### config.mk
export PLATFORM = sky130hd
export DESIGN_NAME = hilo_sequencer
export DESIGN_NICKNAME = d
export VERILOG_FILES = /design/src/rtl/hilo_seq_pkg.sv /design/src/rtl/hilo_seq_counter.sv /design/src/rtl/hilo_sequencer.sv
export SDC_FILE = /design/constraint.sdc
export NUM_CORES = 1
export LEC_CHECK = 0
export CAP_MARGIN = 30
export CORE_MARGIN = 2
export CORE_UTILIZATION = 35
export CTS_CLUSTER_DIAMETER = 30
export DETAILED_ROUTE_END_ITERATION = 8
export GPL_TIMING_DRIVEN = 1
export PLACE_DENSITY = 0.72
export RECOVER_POWER = 100
export SLEW_MARGIN = 20
export SYNTH_ARGS = -nofsm -noshare
export SYNTH_HDL_FRONTEND = slang
export SYNTH_SLANG_ARGS = --single-unit
### constraint.sdc
create_clock -name clock -period 3.3 [get_ports clock]
set_input_delay 0.99 -clock clock [delete_from_list [all_inputs] [get_ports clock]]
set_output_delay 0.99 -clock clock [all_outputs]
set_load 0.005 [all_outputs]
### src/rtl/hilo_seq_pkg.sv
// Shared types and constants for the Hi/Lo multiply/divide sequencer.
// Optional divide-by-zero trap is selected by the HILO_SEQ_DIV0_TRAP_EN macro.
package hilo_seq_pkg;

    typedef enum logic [2:0] {
        IDLE = 3'd0,
        MULT = 3'd1,
        DIV  = 3'd2,
        LOAD = 3'd3,
        EXC  = 3'd4
    } hilo_state_t;

    localparam logic HILO_SEL_MULT = 1'b0;
    localparam logic HILO_SEL_DIV  = 1'b1;

    localparam int CNT_W = 8;

endpackage

### src/rtl/hilo_seq_counter.sv
// 8-bit loadable down-counter with asynchronous active-low clear and a zero flag.
// Load has priority over decrement.
module hilo_seq_counter
    import hilo_seq_pkg::*;
(
    input  logic             clock,
    input  logic             i_clear_n,
    input  logic             i_load,
    input  logic [CNT_W-1:0] i_load_val,
    input  logic             i_dec,
    output logic [CNT_W-1:0] o_count,
    output logic             o_zero
);

    logic [CNT_W-1:0] r_count;

    always_ff @(posedge clock or negedge i_clear_n) begin
        if (!i_clear_n) begin
            r_count <= '0;
        end else if (i_load) begin
            r_count <= i_load_val;
        end else if (i_dec) begin
            r_count <= r_count - CNT_W'(1);
        end
    end

    assign o_count = r_count;
    assign o_zero  = (r_count == '0);

endmodule

### src/rtl/hilo_sequencer.sv
// Sequencer for the shared Hi/Lo multiply/divide unit: holds mult_op/div_op for a fixed
// run length, then pulses hilo_load/done. HILO_SEQ_DIV0_TRAP_EN compiles in the divide-by-zero trap.
module hilo_sequencer #(
    parameter int unsigned MULT_CYCLES = 32,
    parameter int unsigned DIV_CYCLES  = 32
) (
    input  logic        clock,
    input  logic        reset,
    input  logic        mult_req,
    input  logic        div_req,
    input  logic [31:0] divisor,
    input  logic        abort,
    output logic        mult_op,
    output logic        div_op,
    output logic        hilo_sel,
    output logic        hilo_load,
    output logic        busy,
    output logic        done,
    output logic        divby0
);

    import hilo_seq_pkg::*;

    localparam logic [CNT_W-1:0] MULT_LOAD = CNT_W'(MULT_CYCLES - 1);
    localparam logic [CNT_W-1:0] DIV_LOAD  = CNT_W'(DIV_CYCLES - 1);

    hilo_state_t      r_state;
    logic             r_mult_op;
    logic             r_div_op;
    logic             r_hilo_sel;
    logic             r_hilo_load;
    logic             r_busy;
    logic             r_done;
    logic             w_start;
    logic             w_run;
    logic             w_zero;
    logic [CNT_W-1:0] w_load_val;
    logic [CNT_W-1:0] w_count;

    // The counter is reloaded on any accepted request; a trapped divide loads it harmlessly.
    assign w_start    = (r_state == IDLE) && !abort && (mult_req || div_req);
    assign w_load_val = mult_req ? MULT_LOAD : DIV_LOAD;
    assign w_run      = (r_state == MULT) || (r_state == DIV);

    hilo_seq_counter u_counter (
        .clock      (clock),
        .i_clear_n  (reset),
        .i_load     (w_start),
        .i_load_val (w_load_val),
        .i_dec      (w_run && !w_zero),
        .o_count    (w_count),
        .o_zero     (w_zero)
    );

`ifdef HILO_SEQ_DIV0_TRAP_EN
    logic r_divby0;
    logic w_div_zero;
    logic w_unused_count;

    assign w_div_zero     = (divisor == 32'd0);
    assign w_unused_count = ^w_count;
`else
    logic w_unused_inputs;

    assign w_unused_inputs = (^divisor) ^ (^w_count);
`endif

    // Outputs are registered alongside the state so they never depend combinationally on inputs.
    always_ff @(posedge clock or negedge reset) begin
        if (!reset) begin
            r_state     <= IDLE;
            r_mult_op   <= 1'b0;
            r_div_op    <= 1'b0;
            r_hilo_sel  <= HILO_SEL_MULT;
            r_hilo_load <= 1'b0;
            r_busy      <= 1'b0;
            r_done      <= 1'b0;
`ifdef HILO_SEQ_DIV0_TRAP_EN
            r_divby0    <= 1'b0;
`endif
        end else begin
            r_hilo_load <= 1'b0;
            r_done      <= 1'b0;
`ifdef HILO_SEQ_DIV0_TRAP_EN
            r_divby0    <= 1'b0;
`endif
            case (r_state)
                IDLE: begin
                    if (abort) begin
                        r_state <= IDLE;
                    end else if (mult_req) begin
                        r_state    <= MULT;
                        r_mult_op  <= 1'b1;
                        r_hilo_sel <= HILO_SEL_MULT;
                        r_busy     <= 1'b1;
`ifdef HILO_SEQ_DIV0_TRAP_EN
                    end else if (div_req && w_div_zero) begin
                        r_state  <= EXC;
                        r_divby0 <= 1'b1;
                        r_busy   <= 1'b1;
`endif
                    end else if (div_req) begin
                        r_state    <= DIV;
                        r_div_op   <= 1'b1;
                        r_hilo_sel <= HILO_SEL_DIV;
                        r_busy     <= 1'b1;
                    end
                end
                MULT, DIV: begin
                    if (abort) begin
                        r_state   <= IDLE;
                        r_mult_op <= 1'b0;
                        r_div_op  <= 1'b0;
                        r_busy    <= 1'b0;
                    end else if (w_zero) begin
                        r_state     <= LOAD;
                        r_mult_op   <= 1'b0;
                        r_div_op    <= 1'b0;
                        r_hilo_load <= 1'b1;
                        r_done      <= 1'b1;
                    end
                end
                LOAD, EXC: begin
                    r_state <= IDLE;
                    r_busy  <= 1'b0;
                end
                default: begin
                    r_state   <= IDLE;
                    r_mult_op <= 1'b0;
                    r_div_op  <= 1'b0;
                    r_busy    <= 1'b0;
                end
            endcase
        end
    end

    assign mult_op   = r_mult_op;
    assign div_op    = r_div_op;
    assign hilo_sel  = r_hilo_sel;
    assign hilo_load = r_hilo_load;
    assign busy      = r_busy;
    assign done      = r_done;
`ifdef HILO_SEQ_DIV0_TRAP_EN
    assign divby0    = r_divby0;
`else
    assign divby0    = 1'b0;
`endif

endmodule
### Pin placement

Pins as bars across the die edge, other pins in grey.
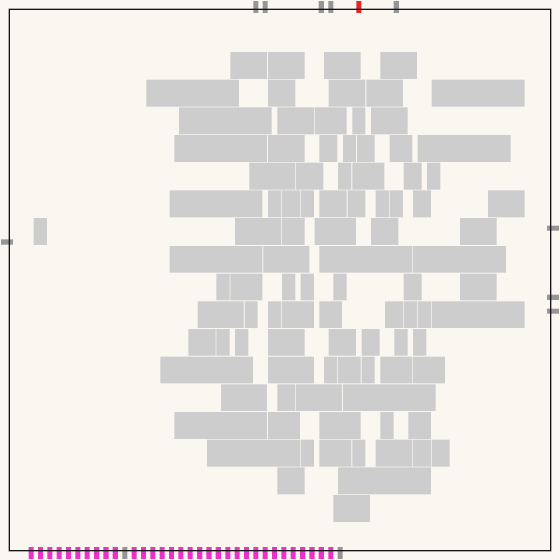
[divisor] magenta | pins: 32 | direction: input | edge: bottom
[abort] red | pins: 1 | direction: input | edge: top
all pins by edge: 34 bottom, 6 top, 3 right, 1 left

### Placement density heat map

11 x 11 tiles, from white (low) to dark blue (high), 0 to 100% covered.
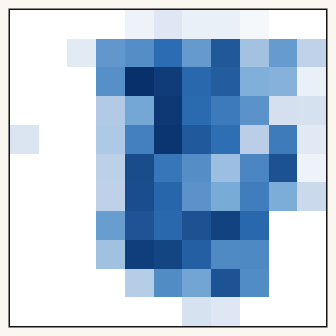
nearly empty tiles: 39%
mean over tiles: 34%
emptiest ninth of the die: lower left
tiles over 75% full: 19%
densest ninth of the die: centre
fullest tile: 100%
Core ar.: 2230 um^2
Final Util: 0.440
fp util: 0.377

### Placement view

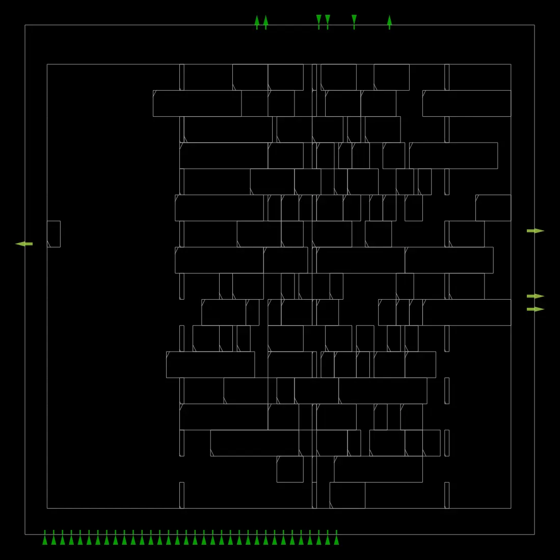
flop share of the area: 0.382
fillers: 222
Post-Layout Cell Count: 125
tap cell count: 28
sequential cell count: 15

### Routed clock nets over the placement

Scale bar: 20 um.
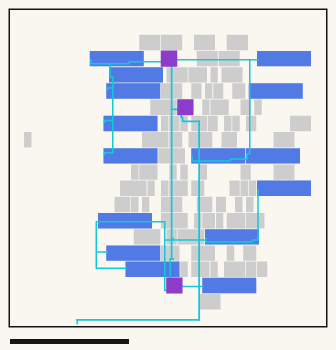
[cells driving clock nets] purple | count: 3
[clock wires] cyan | length: 247 um
[flip-flops] blue | count: 15
routed clock nets: 4

==> results.py <==
# Auto-generated metrics
metrics = {
    "status": {
        "status": "complete, no violations",
    },
    "min_path": {
        "hold_class": "reg -> reg",
        "hold_start": "mult_op",
        "hold_depth": 1,
        "min_to": "mult_op",
    },
    "yosys": {
        "synthMuxAreaShare": 0.0119,
        "ys.flop_type": "dfrtp_1",
        "most_common_cell": "dfrtp_1",
        "top_cell_area_share": 0.446,
        "ys_sh_aoi": 0.149,
        "ys_sh_xor": 0.0312,
        "ys.flops": 15,
        "top_logic_kind": "simple AND/OR/NAND/NOR gates",
        "postSynthSeqShare": 0.446,
        "synth_warnings": 0,
        "netlist_area_um2": 842,
        "top_area_cell": "dfrtp_1",
        "top_cells_by_area": "dfrtp_1 (45%), ha_1 (7.4%), nand2_1 (4.9%), nor2_1 (3.6%), xnor2_1 (3.1%)",
    },
    "clocking": {
        "clock-sinks": 15,
        "worstSkewPairLatency_ps": 290,
        "hold_buffers": 0,
        "cts_made_buffers": 3,
        "cts.clk_slew.worst_paths_ps": 90,
        "cts_tree": "done",
    },
    "flow_run": {
        "cap_violations": 0,
        "log.warning_count": 61,
    },
    "power": {
        "pg_clk_uw": 109,
        "p_comb_uw": 314,
        "power.clock.fraction": 0.156,
        "p_seq_uw": 276,
        "ir_drop_mv": 0.258,
        "comb_power_share": 0.449,
        "switchingPower_uw": 270,
        "top_power_group": "combinational logic",
    },
    "layout": {
        "bufAreaShareNonClock": 0.102,
        "nets": 140,
        "logic_gate_count": 62,
        "most-common-layout-cells": "dfrtp_1 (15), nand2_1 (11), dlygate4sd3_1 (9)",
        "clockBufferCount": 3,
        "largest_reg_flops": 8,
        "buffers": 10,
    },
    "global_route": {
        "grt_pass1_vias": 640,
        "top_usage_layer": "met2",
        "grt_pass1_wl_um": 2660,
        "antenna_found_initial": 0,
        "grt_use_met2": 0.202,
        "grt-ovfl-total": 0,
    },
    "timing": {
        "grt_setup_unrepaired": "no",
        "fin_hold_ws_ps": 510,
        "skew_ps": 4.72,
        "relSlewSlack": 0.563,
        "timing.setup.tns_ps": 0,
        "fin_crit_sh": 0.744,
        "slew_violations": 0,
        "worst_slack_ps": 844,
    },
    "setup_path": {
        "timing.critical_path.buf_inv": 1,
        "reg2regPathDepth": 5,
        "cp_slowest_cell": "dlygate4sd3_1",
        "crit_family": "AND-OR/OR-AND gates",
        "r2r_start": "r_state[0]",
        "end_kind": "flop",
        "crit_cells": 5,
        "crit-reg2reg-capture": "u_counter.o_count[7]",
    },
    "routing": {
        "wl_met2_um": 672,
        "wirelength_um": 1500,
        "drc": 0,
        "detail_route.wl_per_cell_um": 12.0,
        "vias_per_cell": 5.02,
        "highest_layer": "met4",
        "antenna_left": 0,
        "vias": 628,
    },
    "die": {
        "core.rowCount": 17,
    },
    "place": {
        "port_buffers": 10,
        "gp_congestion": 0.777,
    },
}
Power is estimated from default activity; no workload was simulated.
